--- src/rtl/conv_pkg.sv ---
// Shared definitions for the convolution sequencer: state encoding and default widths.
// No logic, so no latency.
// No handshakes here; ONE is the IEEE-754 1.0 constant used by MAC-side benches.
package conv_pkg;
    localparam int CONV_DIM_W  = 8;
    localparam int CONV_ADDR_W = 16;
    localparam logic [31:0] ONE = 32'h3f800000;

    typedef enum logic [2:0] {
        IDLE,
        CHECK,
        RUN,
        DRAIN,
        DONE,
        ERR
    } conv_state_e;
endpackage

--- src/rtl/conv_sequencer_if.sv ---
// Buffer-address and MAC handshake bundle between the sequencer and the datapath.
// Pure wiring, no latency.
// Terms move on mac_valid & mac_ready; results arrive on mac_result_valid and cannot be stalled.
interface conv_sequencer_if
    import conv_pkg::*;
#(
    parameter int ADDR_W = CONV_ADDR_W
);
    logic [ADDR_W-1:0] in_addr;
    logic [ADDR_W-1:0] flt_addr;
    logic              mac_valid;
    logic              mac_ready;
    logic              mac_first;
    logic              mac_last;
    logic              mac_result_valid;
    logic [ADDR_W-1:0] out_addr;
    logic              out_we;

    modport master (
        output in_addr, flt_addr, mac_valid, mac_first, mac_last, out_addr, out_we,
        input  mac_ready, mac_result_valid
    );

    modport slave (
        input  in_addr, flt_addr, mac_valid, mac_first, mac_last, out_addr, out_we,
        output mac_ready, mac_result_valid
    );
endinterface

--- src/rtl/conv_out_fifo.sv ---
// Tracks output-buffer addresses of pixels whose MAC result is still in flight.
// Head is visible combinationally; push/pop take effect on the next edge.
// Push while full is dropped unless a pop happens in the same cycle; pop while empty is ignored.
module conv_out_fifo #(
    parameter int DEPTH = 4,
    parameter int W     = 16,
    localparam int PW   = (DEPTH > 1) ? $clog2(DEPTH) : 1,
    localparam int CW   = $clog2(DEPTH + 1)
) (
    input  logic          clk,
    input  logic          rst,
    input  logic          push_i,
    input  logic [W-1:0]  push_dat_i,
    input  logic          pop_i,
    output logic [W-1:0]  head_o,
    output logic          full_o,
    output logic          empty_o,
    output logic [CW-1:0] count_o
);
    logic [W-1:0]  mem_q [DEPTH];
    logic [PW-1:0] wr_ptr_q;
    logic [PW-1:0] rd_ptr_q;
    logic [CW-1:0] cnt_q;
    logic          do_push;
    logic          do_pop;

    function automatic logic [PW-1:0] ptr_inc(input logic [PW-1:0] p);
        return (p == PW'(DEPTH - 1)) ? '0 : p + PW'(1);
    endfunction

    assign full_o   = (cnt_q == CW'(DEPTH));
    assign empty_o  = (cnt_q == '0);
    assign do_pop   = pop_i & ~empty_o;
    assign do_push  = push_i & (~full_o | do_pop);
    assign head_o   = mem_q[rd_ptr_q];
    assign count_o  = cnt_q;

    // Storage, pointers and occupancy; simultaneous push and pop leave the count unchanged.
    always_ff @(posedge clk or posedge rst) begin
        if (rst) begin
            wr_ptr_q <= '0;
            rd_ptr_q <= '0;
            cnt_q    <= '0;
            for (int k = 0; k < DEPTH; k++) mem_q[k] <= '0;
        end else begin
            if (do_push) begin
                mem_q[wr_ptr_q] <= push_dat_i;
                wr_ptr_q        <= ptr_inc(wr_ptr_q);
            end
            if (do_pop) rd_ptr_q <= ptr_inc(rd_ptr_q);
            case ({do_push, do_pop})
                2'b10:   cnt_q <= cnt_q + CW'(1);
                2'b01:   cnt_q <= cnt_q - CW'(1);
                default: ;
            endcase
        end
    end
endmodule

--- src/rtl/conv_sequencer.sv ---
// Walks output pixels (r,c) and filter taps (i,j), issuing buffer addresses and MAC first/last control.
// First term 2 cycles after start; done 1 cycle after the final result write.
// Terms hold while mac_ready is low; new pixels wait while OUT_Q results are outstanding.
// Optional CONV_PERF_CNT_EN adds cycle_count / stall_count outputs.
module conv_sequencer
    import conv_pkg::*;
#(
    parameter int DIM_W  = CONV_DIM_W,
    parameter int ADDR_W = CONV_ADDR_W,
    parameter int OUT_Q  = 4
) (
    input  logic             clk,
    input  logic             rst,
    input  logic             start,
    input  logic [DIM_W-1:0] input_size,
    input  logic [DIM_W-1:0] filter_size,
    output logic             busy,
    output logic             done,
    output logic             error,
    output logic [DIM_W-1:0] output_size,
`ifdef CONV_PERF_CNT_EN
    output logic [31:0]      cycle_count,
    output logic [31:0]      stall_count,
`endif
    conv_sequencer_if.master mac_if
);
    localparam int CW = $clog2(OUT_Q + 1);
    localparam logic [DIM_W-1:0]  DIM_ONE  = DIM_W'(1);
    localparam logic [ADDR_W-1:0] ADDR_ONE = ADDR_W'(1);

    conv_state_e       state_q;
    logic              busy_q, done_q, error_q;
    logic [DIM_W-1:0]  osize_q, n_q, k_q, m_q;
    logic [DIM_W-1:0]  r_q, c_q, i_q, j_q, r_d, c_d, i_d, j_d;
    // row_base = r*N, pix_base = r*N + c, win_row = pix_base + i*N
    logic [ADDR_W-1:0] row_base_q, pix_base_q, win_row_q, row_base_d, pix_base_d, win_row_d;
    logic [ADDR_W-1:0] in_addr_q, flt_addr_q, in_addr_d, flt_addr_d, out_cnt_q;
    logic              mac_valid_q, mac_first_q, mac_last_q, mac_first_d, mac_last_d;
    logic              job_end;
    logic [ADDR_W-1:0] n_ext;
    logic [DIM_W-1:0]  k_last, m_last;
    logic              xfer, push, pop;
    logic [ADDR_W-1:0] fifo_head;
    logic              fifo_full, fifo_empty;
    logic [CW-1:0]     fifo_cnt, occ_d;
    logic              occ_full_d;

    assign n_ext  = ADDR_W'(n_q);
    assign k_last = k_q - DIM_ONE;
    assign m_last = m_q - DIM_ONE;
    assign xfer   = mac_valid_q & mac_if.mac_ready;
    assign push   = xfer & mac_last_q;
    assign pop    = mac_if.mac_result_valid & ~fifo_empty & ((state_q == RUN) | (state_q == DRAIN));
    assign occ_d  = fifo_cnt + CW'(push) - CW'(pop);
    assign occ_full_d = (occ_d == CW'(OUT_Q));

    assign busy               = busy_q;
    assign done               = done_q;
    assign error              = error_q;
    assign output_size        = osize_q;
    assign mac_if.in_addr     = in_addr_q;
    assign mac_if.flt_addr    = flt_addr_q;
    assign mac_if.mac_valid   = mac_valid_q;
    assign mac_if.mac_first   = mac_first_q;
    assign mac_if.mac_last    = mac_last_q;
    assign mac_if.out_we      = pop;
    assign mac_if.out_addr    = fifo_empty ? '0 : fifo_head;

    conv_out_fifo #(.DEPTH(OUT_Q), .W(ADDR_W)) u_out_fifo (
        .clk        (clk),
        .rst        (rst),
        .push_i     (push),
        .push_dat_i (out_cnt_q),
        .pop_i      (pop),
        .head_o     (fifo_head),
        .full_o     (fifo_full),
        .empty_o    (fifo_empty),
        .count_o    (fifo_cnt)
    );

    // Next loop position and addresses for the term after the current one (j innermost, then i, c, r).
    always_comb begin
        j_d = j_q; i_d = i_q; c_d = c_q; r_d = r_q;
        row_base_d = row_base_q; pix_base_d = pix_base_q; win_row_d = win_row_q;
        in_addr_d  = in_addr_q + ADDR_ONE;
        flt_addr_d = flt_addr_q + ADDR_ONE;
        job_end    = 1'b0;
        if (j_q != k_last) begin
            j_d = j_q + DIM_ONE;
        end else begin
            j_d = '0;
            if (i_q != k_last) begin
                i_d       = i_q + DIM_ONE;
                win_row_d = win_row_q + n_ext;
                in_addr_d = win_row_q + n_ext;
            end else begin
                i_d        = '0;
                flt_addr_d = '0;
                if (c_q != m_last) begin
                    c_d        = c_q + DIM_ONE;
                    pix_base_d = pix_base_q + ADDR_ONE;
                    win_row_d  = pix_base_q + ADDR_ONE;
                    in_addr_d  = pix_base_q + ADDR_ONE;
                end else begin
                    c_d = '0;
                    if (r_q != m_last) begin
                        r_d        = r_q + DIM_ONE;
                        row_base_d = row_base_q + n_ext;
                        pix_base_d = row_base_q + n_ext;
                        win_row_d  = row_base_q + n_ext;
                        in_addr_d  = row_base_q + n_ext;
                    end else begin
                        job_end = 1'b1;
                    end
                end
            end
        end
        mac_first_d = (i_d == '0) && (j_d == '0);
        mac_last_d  = (i_d == k_last) && (j_d == k_last);
    end

    // Job FSM with registered status and MAC control outputs.
    always_ff @(posedge clk or posedge rst) begin
        if (rst) begin
            state_q <= IDLE;
            busy_q <= 1'b0; done_q <= 1'b0; error_q <= 1'b0;
            osize_q <= '0; n_q <= '0; k_q <= '0; m_q <= '0;
            r_q <= '0; c_q <= '0; i_q <= '0; j_q <= '0;
            row_base_q <= '0; pix_base_q <= '0; win_row_q <= '0;
            in_addr_q <= '0; flt_addr_q <= '0; out_cnt_q <= '0;
            mac_valid_q <= 1'b0; mac_first_q <= 1'b0; mac_last_q <= 1'b0;
        end else begin
            done_q  <= 1'b0;
            error_q <= 1'b0;
            case (state_q)
                IDLE: if (start) begin
                    n_q     <= input_size;
                    k_q     <= filter_size;
                    busy_q  <= 1'b1;
                    state_q <= CHECK;
                end
                CHECK: if ((k_q == '0) || (n_q == '0) || (k_q > n_q)) begin
                    osize_q <= '0;
                    done_q  <= 1'b1;
                    error_q <= 1'b1;
                    state_q <= ERR;
                end else begin
                    m_q     <= n_q - k_q + DIM_ONE;
                    osize_q <= n_q - k_q + DIM_ONE;
                    r_q <= '0; c_q <= '0; i_q <= '0; j_q <= '0;
                    row_base_q <= '0; pix_base_q <= '0; win_row_q <= '0;
                    in_addr_q <= '0; flt_addr_q <= '0; out_cnt_q <= '0;
                    mac_valid_q <= 1'b1;
                    mac_first_q <= 1'b1;
                    mac_last_q  <= (k_q == DIM_ONE);
                    state_q     <= RUN;
                end
                RUN: begin
                    if (xfer) begin
                        if (mac_last_q) out_cnt_q <= out_cnt_q + ADDR_ONE;
                        if (job_end) begin
                            mac_valid_q <= 1'b0;
                            mac_first_q <= 1'b0;
                            mac_last_q  <= 1'b0;
                            state_q     <= DRAIN;
                        end else begin
                            r_q <= r_d; c_q <= c_d; i_q <= i_d; j_q <= j_d;
                            row_base_q <= row_base_d; pix_base_q <= pix_base_d; win_row_q <= win_row_d;
                            in_addr_q  <= in_addr_d;
                            flt_addr_q <= flt_addr_d;
                            mac_first_q <= mac_first_d;
                            mac_last_q  <= mac_last_d;
                            // A new pixel may not start while the tracking queue is full.
                            mac_valid_q <= !(mac_first_d && occ_full_d);
                        end
                    end else if (!mac_valid_q) begin
                        mac_valid_q <= !occ_full_d;
                    end
                end
                DRAIN: if (occ_d == '0) begin
                    done_q  <= 1'b1;
                    state_q <= DONE;
                end
                DONE, ERR: begin
                    busy_q  <= 1'b0;
                    state_q <= IDLE;
                end
                default: state_q <= IDLE;
            endcase
        end
    end

`ifdef CONV_PERF_CNT_EN
    logic [31:0] cycle_cnt_q, stall_cnt_q;
    assign cycle_count = cycle_cnt_q;
    assign stall_count = stall_cnt_q;

    // Busy-cycle and MAC-backpressure counters, cleared by an accepted start.
    always_ff @(posedge clk or posedge rst) begin
        if (rst) begin
            cycle_cnt_q <= '0;
            stall_cnt_q <= '0;
        end else if ((state_q == IDLE) && start) begin
            cycle_cnt_q <= '0;
            stall_cnt_q <= '0;
        end else begin
            if (busy_q) cycle_cnt_q <= cycle_cnt_q + 32'd1;
            if (mac_valid_q && !mac_if.mac_ready) stall_cnt_q <= stall_cnt_q + 32'd1;
        end
    end
`endif

    logic unused_ok;
    assign unused_ok = fifo_full;
endmodule

--- src/flat_wrapper.sv ---
// flat-port wrapper written by rule: the top's interface ports become plain ports
module conv_sequencer_flat import conv_pkg::*;
#(
    parameter int DIM_W  = CONV_DIM_W,
    parameter int ADDR_W = CONV_ADDR_W,
    parameter int OUT_Q  = 4
)
  (clk, rst, start, input_size, filter_size, busy, done, error, output_size, mac_if_in_addr, mac_if_flt_addr, mac_if_mac_valid, mac_if_mac_first, mac_if_mac_last, mac_if_out_addr, mac_if_out_we, mac_if_mac_ready, mac_if_mac_result_valid);
  conv_sequencer_if #(.ADDR_W(ADDR_W)) mac_if_i ();
  input  logic clk;
  input  logic rst;
  input  logic start;
  input  logic [DIM_W-1:0] input_size;
  input  logic [DIM_W-1:0] filter_size;
  output logic busy;
  output logic done;
  output logic error;
  output logic [DIM_W-1:0] output_size;
  output wire logic [$bits(mac_if_i.in_addr)-1:0] mac_if_in_addr;
  output wire logic [$bits(mac_if_i.flt_addr)-1:0] mac_if_flt_addr;
  output wire logic [$bits(mac_if_i.mac_valid)-1:0] mac_if_mac_valid;
  output wire logic [$bits(mac_if_i.mac_first)-1:0] mac_if_mac_first;
  output wire logic [$bits(mac_if_i.mac_last)-1:0] mac_if_mac_last;
  output wire logic [$bits(mac_if_i.out_addr)-1:0] mac_if_out_addr;
  output wire logic [$bits(mac_if_i.out_we)-1:0] mac_if_out_we;
  input wire logic [$bits(mac_if_i.mac_ready)-1:0] mac_if_mac_ready;
  input wire logic [$bits(mac_if_i.mac_result_valid)-1:0] mac_if_mac_result_valid;
  assign mac_if_in_addr = mac_if_i.in_addr;
  assign mac_if_flt_addr = mac_if_i.flt_addr;
  assign mac_if_mac_valid = mac_if_i.mac_valid;
  assign mac_if_mac_first = mac_if_i.mac_first;
  assign mac_if_mac_last = mac_if_i.mac_last;
  assign mac_if_out_addr = mac_if_i.out_addr;
  assign mac_if_out_we = mac_if_i.out_we;
  assign mac_if_i.mac_ready = mac_if_mac_ready;
  assign mac_if_i.mac_result_valid = mac_if_mac_result_valid;
  conv_sequencer #(.DIM_W(DIM_W), .ADDR_W(ADDR_W), .OUT_Q(OUT_Q)) u_core (.clk(clk), .rst(rst), .start(start), .input_size(input_size), .filter_size(filter_size), .busy(busy), .done(done), .error(error), .output_size(output_size), .mac_if(mac_if_i));
endmodule
--- config.mk ---
export PLATFORM = sky130hd
export DESIGN_NAME = conv_sequencer_flat
export DESIGN_NICKNAME = d
export VERILOG_FILES = /design/src/rtl/conv_pkg.sv /design/src/rtl/conv_sequencer_if.sv /design/src/rtl/conv_out_fifo.sv /design/src/rtl/conv_sequencer.sv /design/src/flat_wrapper.sv
export SDC_FILE = /design/constraint.sdc
export NUM_CORES = 1
export LEC_CHECK = 0
export CAP_MARGIN = 20
export CELL_PAD_IN_SITES_DETAIL_PLACEMENT = 0
export CELL_PAD_IN_SITES_GLOBAL_PLACEMENT = 2
export CORE_MARGIN = 10
export CORE_UTILIZATION = 35
export CTS_BUF_LIST = sky130_fd_sc_hd__clkbuf_16
export CTS_CLUSTER_SIZE = 8
export DETAILED_ROUTE_END_ITERATION = 8
export PLACE_DENSITY = 0.79
export SETUP_SLACK_MARGIN = 0.5
export SLEW_MARGIN = 20
export SYNTH_ARGS = -nofsm -noshare
export SYNTH_HDL_FRONTEND = slang
export SYNTH_SLANG_ARGS = --single-unit
--- constraint.sdc ---
create_clock -name clk -period 8.1 [get_ports clk]
set_input_delay 1.215 -clock clk [delete_from_list [all_inputs] [get_ports clk]]
set_output_delay 1.215 -clock clk [all_outputs]
set_load 0.03 [all_outputs]
==> Implementation_results.wiki, run 1 <==
=== Synthesis and place and route ===
{| class="wikitable"
! Metric !! Value
|-
| Run status || finished, final reports clean
|-
| Detailed-router iteration count before antenna repair || 5
|-
| Final weighted congestion of routability-driven global placement || 0.890
|-
| Maximum number of buffers from clock root to sink || 3
|-
| Depth of the most critical reg-to-reg path || 12
|-
| Ordered list of cells on the worst path || inv_1 -> ha_1 -> nor3b_2 -> nand3_1 -> xnor2_1 -> nand4_1 -> buf_4 -> nor2_1 -> a31oi_2 -> a21o_1 -> or4_1 -> a21oi_1
|-
| Sequential share of power || 30.4%
|-
| Worst setup endpoint || u_core.r_q[7]$_DFFE_PP0P_
|-
| Fraction of registers with async set/reset || 100%
|-
| Net switching share of the total power || 44.8%
|-
| Number of synthesized flops with an enable pin || 0
|-
| Maximum number of pins on one net before global-route repair || 144
|-
| Area reported by Yosys stat || 15100 µm²
|-
| Number of rows created at floorplan || 76
|-
| Power density relative to cell area || 328 nW/µm²
|-
| Unique cell types || 84
|-
| Diodes inserted || 0
|-
| Crit. End Element || flop
|-
| Flop-to-flop setup slack || 3.41 ns
|-
| Maximum single-stage delay on the critical path || 0.63 ns
|-
| Count of inverters other than clock inverters in the layout || 52
|-
| Worst Tran Pin Value || 0.961 ns
|-
| Share of cell area taken by multi-input logic gates || 48.9%
|-
| Worst-path cell with the longest stage delay || sky130_fd_sc_hd__or4_1
|-
| Well-tap cell count || 585
|-
| Height of the chip || 228 µm
|-
| Data-path buffer share of cell area in the final layout || 5.89%
|-
| Vias in the first global route || 12500
|-
| Most used flip-flop cell after synthesis || sky130_fd_sc_hd__dfrtp_1
|-
| Cell area after synthesis || 15100 µm²
|-
| Critical Path Stages || 12
|-
| Register share after synthesis || 39.7%
|-
| Destination of the worst register-to-register timing path || u_core.r_q[7]$_DFFE_PP0P_
|-
| Static Leak || 7.66 nW
|-
| Core box area || 42900 µm²
|-
| Antenna violation net count after detailed routing || 0
|-
| CTS HTree Levels || 2
|-
| Placed wire-length estimate || 35.0 mm
|-
| Final #Nets || 1747
|-
| Net switching power || 0.00257 W
|-
| Top-level port count || 84
|-
| Achievable frequency || 0.213 GHz
|-
| Fraction of the core area occupied by cells at floorplan || 35.3%
|-
| FF+latch count, synth || 240
|-
| Final setup vio count || 0
|-
| Destination of the worst hold path || u_core.busy$_DFFE_PP0P_
|-
| Number of buffers created by CTS || 36
|-
| Vias/cell || 5.53
|-
| CP Launch Type || flop
|-
| Max-area cell class || combinational gates
|-
| Overall Power || 0.00574 W
|-
| Fillers || 4301
|-
| Internal portion of total power || 0.00317 W
|-
| Required time worst endpoint || 8.55 ns
|-
| Antenna violations before repair || 0
|-
| Global-route wire length before repair || 76.1 mm
|-
| Global-route usage over all layers || 18.4%
|-
| Relative slew margins || 35.9%
|}
-- run 1: registers in the layout (all words and copies together), names as in the netlist, 16 cells and up --
name                     cells
u_core.pix_base_q           16
u_core.out_cnt_q            16
u_core.mac_if.in_addr       16
u_core.row_base_q           16
u_core.u_out_fifo.mem_q     64
u_core.mac_if.flt_addr      16
u_core.win_row_q            16
-- run 1: cells in the mapped netlist (all sizes together) (16+ instances only) --
master  number  area share (%)
dfrtp      240              40
nand2      190             4.7
o21ai      133             4.4
nor2       110             2.7
mux2        77             5.7
xnor2       71             4.1
clkbuf      66             1.7
nand3       63             2.1
ha          56             4.6
a21oi       55             1.9
inv         52             1.3
xor2        48             2.8
and3        35             1.4
o31ai       28             1.4
nand4       26             1.1
a21o        24             1.2
buf         24            0.96
nor2b       24            0.99
nor3        23            0.90
a31oi       17            0.74
mux4        16             2.4
-- run 1: power by group through the flow --
stage	Combinational, W	Clock [W]	Sequential [W]
global placement	0.00264	0	0.00176
floorplan	0.00185	0	0.00166
finish	0.00265	0.00134	0.00175
global route	0.00292	0.00144	0.00178
detailed placement	0.00265	0	0.00176
CTS	0.00267	0.00139	0.00175
-- run 1: cell usage in the layout, fill, tap and decap left out, drive strengths merged, types with 11 or more instances in the layout --
cell type | netlist | routed
and2 | 14 | 14
nand3 | 63 | 63
or3 | 12 | 12
xor2 | 48 | 48
clkbuf | 66 | 36
nor4 | 15 | 15
ha | 56 | 56
xnor2 | 71 | 71
a31oi | 17 | 17
o31ai | 28 | 28
a211oi | 14 | 14
o22ai | 11 | 11
nor2 | 110 | 110
nand4 | 26 | 26
and3 | 35 | 35
buf | 24 | 25
inv | 52 | 56
a21oi | 55 | 55
a21o | 24 | 24
clkdlybuf4s50 | 0 | 83
dfrtp | 240 | 240
nand2 | 190 | 190
o211ai | 15 | 15
mux4 | 16 | 16
o21ai | 133 | 133
mux2 | 77 | 77
nand2b | 11 | 11
nor2b | 24 | 24
nor3 | 23 | 23
-- run 1: cell families (layout without fill, tap and decap cells) --
family / after synthesis / after routing / share of synthesized area, %
AND-OR/OR-AND: 374 / 374 / 15.9
XOR/XNOR: 128 / 128 / 8.23
adder cells (fa/ha/maj): 63 / 63 / 5.42
buffers and inverters: 142 / 204 / 3.90
flip-flops: 240 / 240 / 39.7
multiplexers: 98 / 98 / 8.44
AND/OR/NAND/NOR: 564 / 564 / 18.4
-- run 1: per-layer routing --
metal / vias to the layer above / GRT usage (%) / share of wire [%]
li1: 5888 / - / -
met1: 6203 / 24.6 / 46
met2: 312 / 30.3 / 47
met3: 65 / 2.76 / 4.6
met4: 0 / 5.27 / 2.4
met5: - / 0 / 0
-- run 1: per-stage QoR --
step	setup slack [ns]	area [µm²]	hold slack, ns	instances	util, %
6_report	3.41	17500	0.487	2256	40.8
3_5_place_dp	3.47	16500	0.474	2212	38.5
2_1_floorplan	3.74	15100	0.445	1609	-
5_1_grt	3.00	17500	0.505	2256	40.8
4_1_cts	3.44	17500	0.490	2256	40.8
3_3_place_gp	3.62	16500	0.470	2212	38.5
### Signal wires on met3, run 1

(2 px per µm)
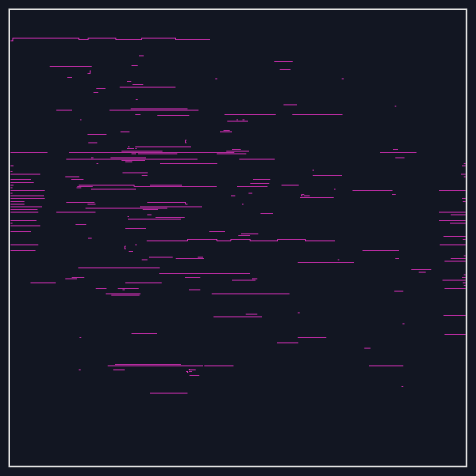
main direction	horizontal
longest straight run	82.3 µm
nets with wire on the layer	139

### Where the registers sit, run 1

(1.5 px per µm) Other sequential cells in the stronger grey, the rest of the logic in the fainter grey.
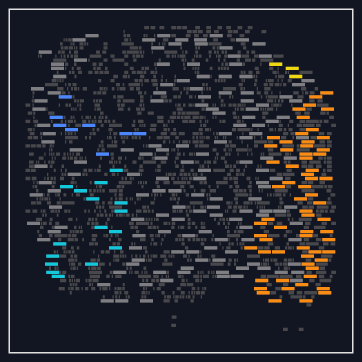
colour	signal	placed flops
yellow	u_core.u_out_fifo.count_o	3
blue	u_core.i_q	8
orange	u_core.u_out_fifo.mem_q	64
cyan	u_core.win_row_q	16
not coloured	149

### The clock network, run 1

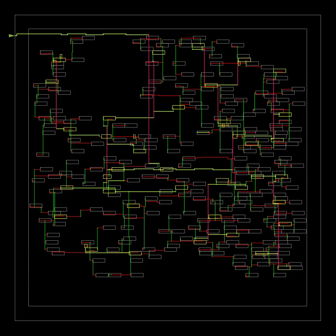
Insertion Delay late pin: 0.54 ns
# clock sinks: 240
largest clock skew in the final design: 0.0224 ns
number of flip-flops and latches: 240

==> run 2, diff against run 1 <==
Clock period 8.1 ns to 4.19 ns, I/O delays scaled along.
### Signal wires on met3, run 2

(2 px per µm)
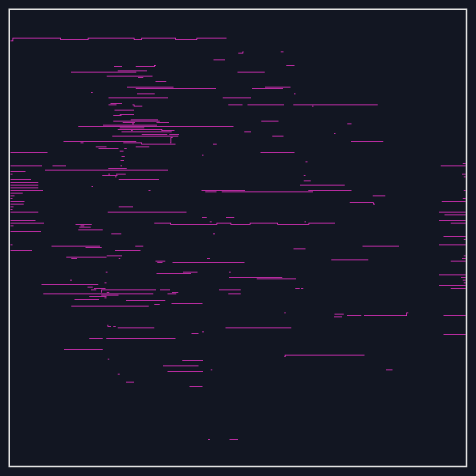
met3 layer usage reported by global route: 3.18%
total vias in the final route: 12600
final wirelength: 49.0 mm

### The clock network, run 2

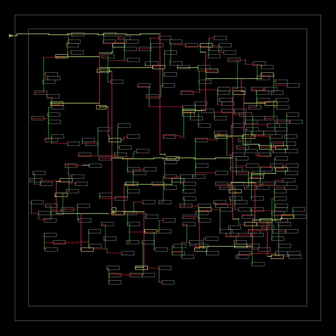
number of buffers created by CTS: 35
largest clock skew in the final design: 0.00994 ns
total of clock buffers placed in the layout: 35
P_clk: 0.00252 W

### Where the registers sit, run 2

(1.5 px per µm) Other sequential cells in the stronger grey, the rest of the logic in the fainter grey.
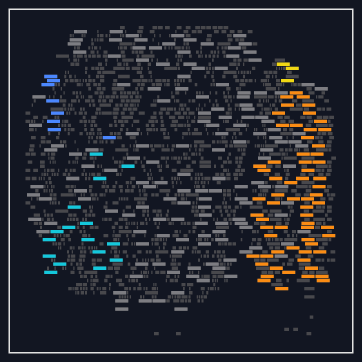
colour	signal	placed flops
blue	u_core.i_q	8
orange	u_core.u_out_fifo.mem_q	64
cyan	u_core.win_row_q	16
yellow	u_core.u_out_fifo.count_o	3

==> run 2 against run 1 <==
  * Register-to-register slack got worse by 2.8 ns
  * Global-route usage up 0.19 points
  * Setup slack lost 2.8 ns
  * First-iteration DRC count down 1.1%
  * Synthesized cell count is the same
  * Combinational power is 100% higher
  * Critical path type unchanged
==> Implementation_results.wiki, run 2 <==
=== Synthesis and place and route ===
{| class="wikitable"
! Metric !! Value
|-
| Top cells by area || sky130_fd_sc_hd__dfrtp_1, sky130_fd_sc_hd__mux2_2, sky130_fd_sc_hd__nand2_1, sky130_fd_sc_hd__ha_1, sky130_fd_sc_hd__o21ai_0
|-
| Maximum number of buffers from clock root to sink || 3
|-
| Post-synthesis share of cell area spent on xor and xnor gates || 8.23%
|-
| Overall Power || 0.0113 W
|-
| Area share of the largest cell type after synthesis || 39.7%
|-
| Area fraction in and, or, nand and nor cells after synthesis || 18.4%
|-
| Post-synthesis compound-gate area fraction || 15.9%
|-
| Run status || finished, final reports clean
|-
| Most frequently placed logic cells in the final layout || sky130_fd_sc_hd__dfrtp_1, sky130_fd_sc_hd__nand2_1, sky130_fd_sc_hd__o21ai_0
|-
| Power density relative to cell area || 633 nW/µm²
|-
| Final setup vio count || 0
|-
| Utilization of the core after routing || 41.6%
|-
| Fillers || 4205
|-
| Library cell occupying the most area in the post-synthesis netlist || sky130_fd_sc_hd__dfrtp_1
|-
| Vias in the first global route || 12600
|-
| Post-route standard cell area excluding fillers || 17800 µm²
|-
| Final #Nets || 1783
|-
| Number of rows created at floorplan || 76
|-
| Vias/cell || 5.53
|-
| Depth of the most critical reg-to-reg path || 13
|-
| Global-route met1 utilization || 24.6%
|-
| FF+latch count, synth || 240
|-
| CTS HTree Levels || 2
|-
| Height of the chip || 228 µm
|-
| Worst setup endpoint || u_core.j_q[2]$_DFFE_PP0P_
|-
| Unique cell types || 84
|-
| Detailed-router iteration count before antenna repair || 5
|-
| Library cell with the highest instance count after synthesis || sky130_fd_sc_hd__dfrtp_1
|-
| Most common logic cell in the routed design || sky130_fd_sc_hd__dfrtp_1
|-
| Maximum number of pins on one net before global-route repair || 128
|-
| Number of synthesized flops with an enable pin || 0
|-
| Cell area after synthesis || 15100 µm²
|-
| Relative slew margins || 41.4%
|-
| Diodes inserted || 0
|-
| Ranking of synthesized cells by instance count || sky130_fd_sc_hd__dfrtp_1, sky130_fd_sc_hd__nand2_1, sky130_fd_sc_hd__o21ai_0
|-
| Flop-to-flop setup slack || 0.60 ns
|-
| Area reported by Yosys stat || 15100 µm²
|-
| Cell area reported after detailed placement || 16800 µm²
|-
| Crit. End Element || flop
|-
| Global-route wire length before repair || 76.9 mm
|-
| Fraction of the core area occupied by cells at floorplan || 35.3%
|-
| Antenna violations before repair || 0
|-
| Fraction of registers with async set/reset || 100%
|-
| Achievable frequency || 0.278 GHz
|}
[run 2: critical path, cell delays in order (launching register included)]
cell and delay (ns):
sky130_fd_sc_hd__dfrtp_1 0.37, sky130_fd_sc_hd__buf_4 0.18, sky130_fd_sc_hd__or3_4 0.39, sky130_fd_sc_hd__nor3_4 0.29, sky130_fd_sc_hd__xnor3_1 0.31, sky130_fd_sc_hd__and4_1 0.25, sky130_fd_sc_hd__and2_1 0.20, sky130_fd_sc_hd__buf_4 0.17
sky130_fd_sc_hd__a21oi_4 0.25, sky130_fd_sc_hd__buf_4 0.23, sky130_fd_sc_hd__nor2_2 0.06, sky130_fd_sc_hd__buf_4 0.21, sky130_fd_sc_hd__or4b_1 0.51, sky130_fd_sc_hd__nand2_1 0.08
[run 2: metrics by stage]
stage,hold slack (ns),instances,setup WS (ns)
after global placement,0.460,2243,0.184
after detailed placement,0.468,2243,0.123
after floorplan,0.445,1609,0.414
final,0.478,2286,0.597
after global routing,0.501,2286,0.489
after CTS,0.482,2280,0.513
[run 2: logic make-up (layout without fill, tap and decap cells)]
kind of cell               after synthesis  after routing
adders and majority gates               63             63
xor gates and xnor gates               128            128
buffers and inverters                  142            234
and+or+nand+nor                        564            564
muxes                                   98             98
AOI/OAI and AO/OA                      374            374
DFF                                    240            240
[run 2: layer usage]
layer  vias to the layer above  share of wire, %
li1                       5954                 -
met1                      6259                45
met2                       339                47
met3                        86               5.0
met4                         0               3.1
met5                         -                 0
[run 2: area by class of cell]
class	instances	area share [%]
Multi-Input combinational cell	1227	48.6
Clock buffer	35	4.91
Clock inverter	2	0.161
Sequential cell	240	33.7
Timing Repair Buffer	145	7.41
Tap cell	585	4.10
Inverter	52	1.12
[run 2: worst min-delay path by stage]
stage	endpoint	from	depth (start not counted)
after global routing	u_core.row_base_q[3]$_DFFE_PP0P_	u_core.row_base_q[3]$_DFFE_PP0P_	2
after CTS	u_core.row_base_q[7]$_DFFE_PP0P_	u_core.row_base_q[7]$_DFFE_PP0P_	2
after global placement	u_core.row_base_q[6]$_DFFE_PP0P_	u_core.row_base_q[6]$_DFFE_PP0P_	2
after detailed placement	u_core.row_base_q[7]$_DFFE_PP0P_	u_core.row_base_q[7]$_DFFE_PP0P_	2
after floorplan	u_core.row_base_q[3]$_DFFE_PP0P_	u_core.row_base_q[3]$_DFFE_PP0P_	2
final	u_core.row_base_q[7]$_DFFE_PP0P_	u_core.row_base_q[7]$_DFFE_PP0P_	2
[run 2: timing repair]
item                                   in CTS  in global routing
buffers inserted                            0                  6
resized                                    11                 15
cloned                                      0                  0
endpoints found under the hold margin       0                  0
setup endpoints to repair                  98                 70
pin swaps                                   0                  2
[run 2: where the power goes]
part,switching (W),internal [W],total (W)
Combinational,0.00332,0.00209,0.00541
Sequential,0.000671,0.00269,0.00336
Clock,0.00104,0.00148,0.00252
Total,0.00503,0.00626,0.0113
No activity file was given, so power comes from the tool's default toggle rates.
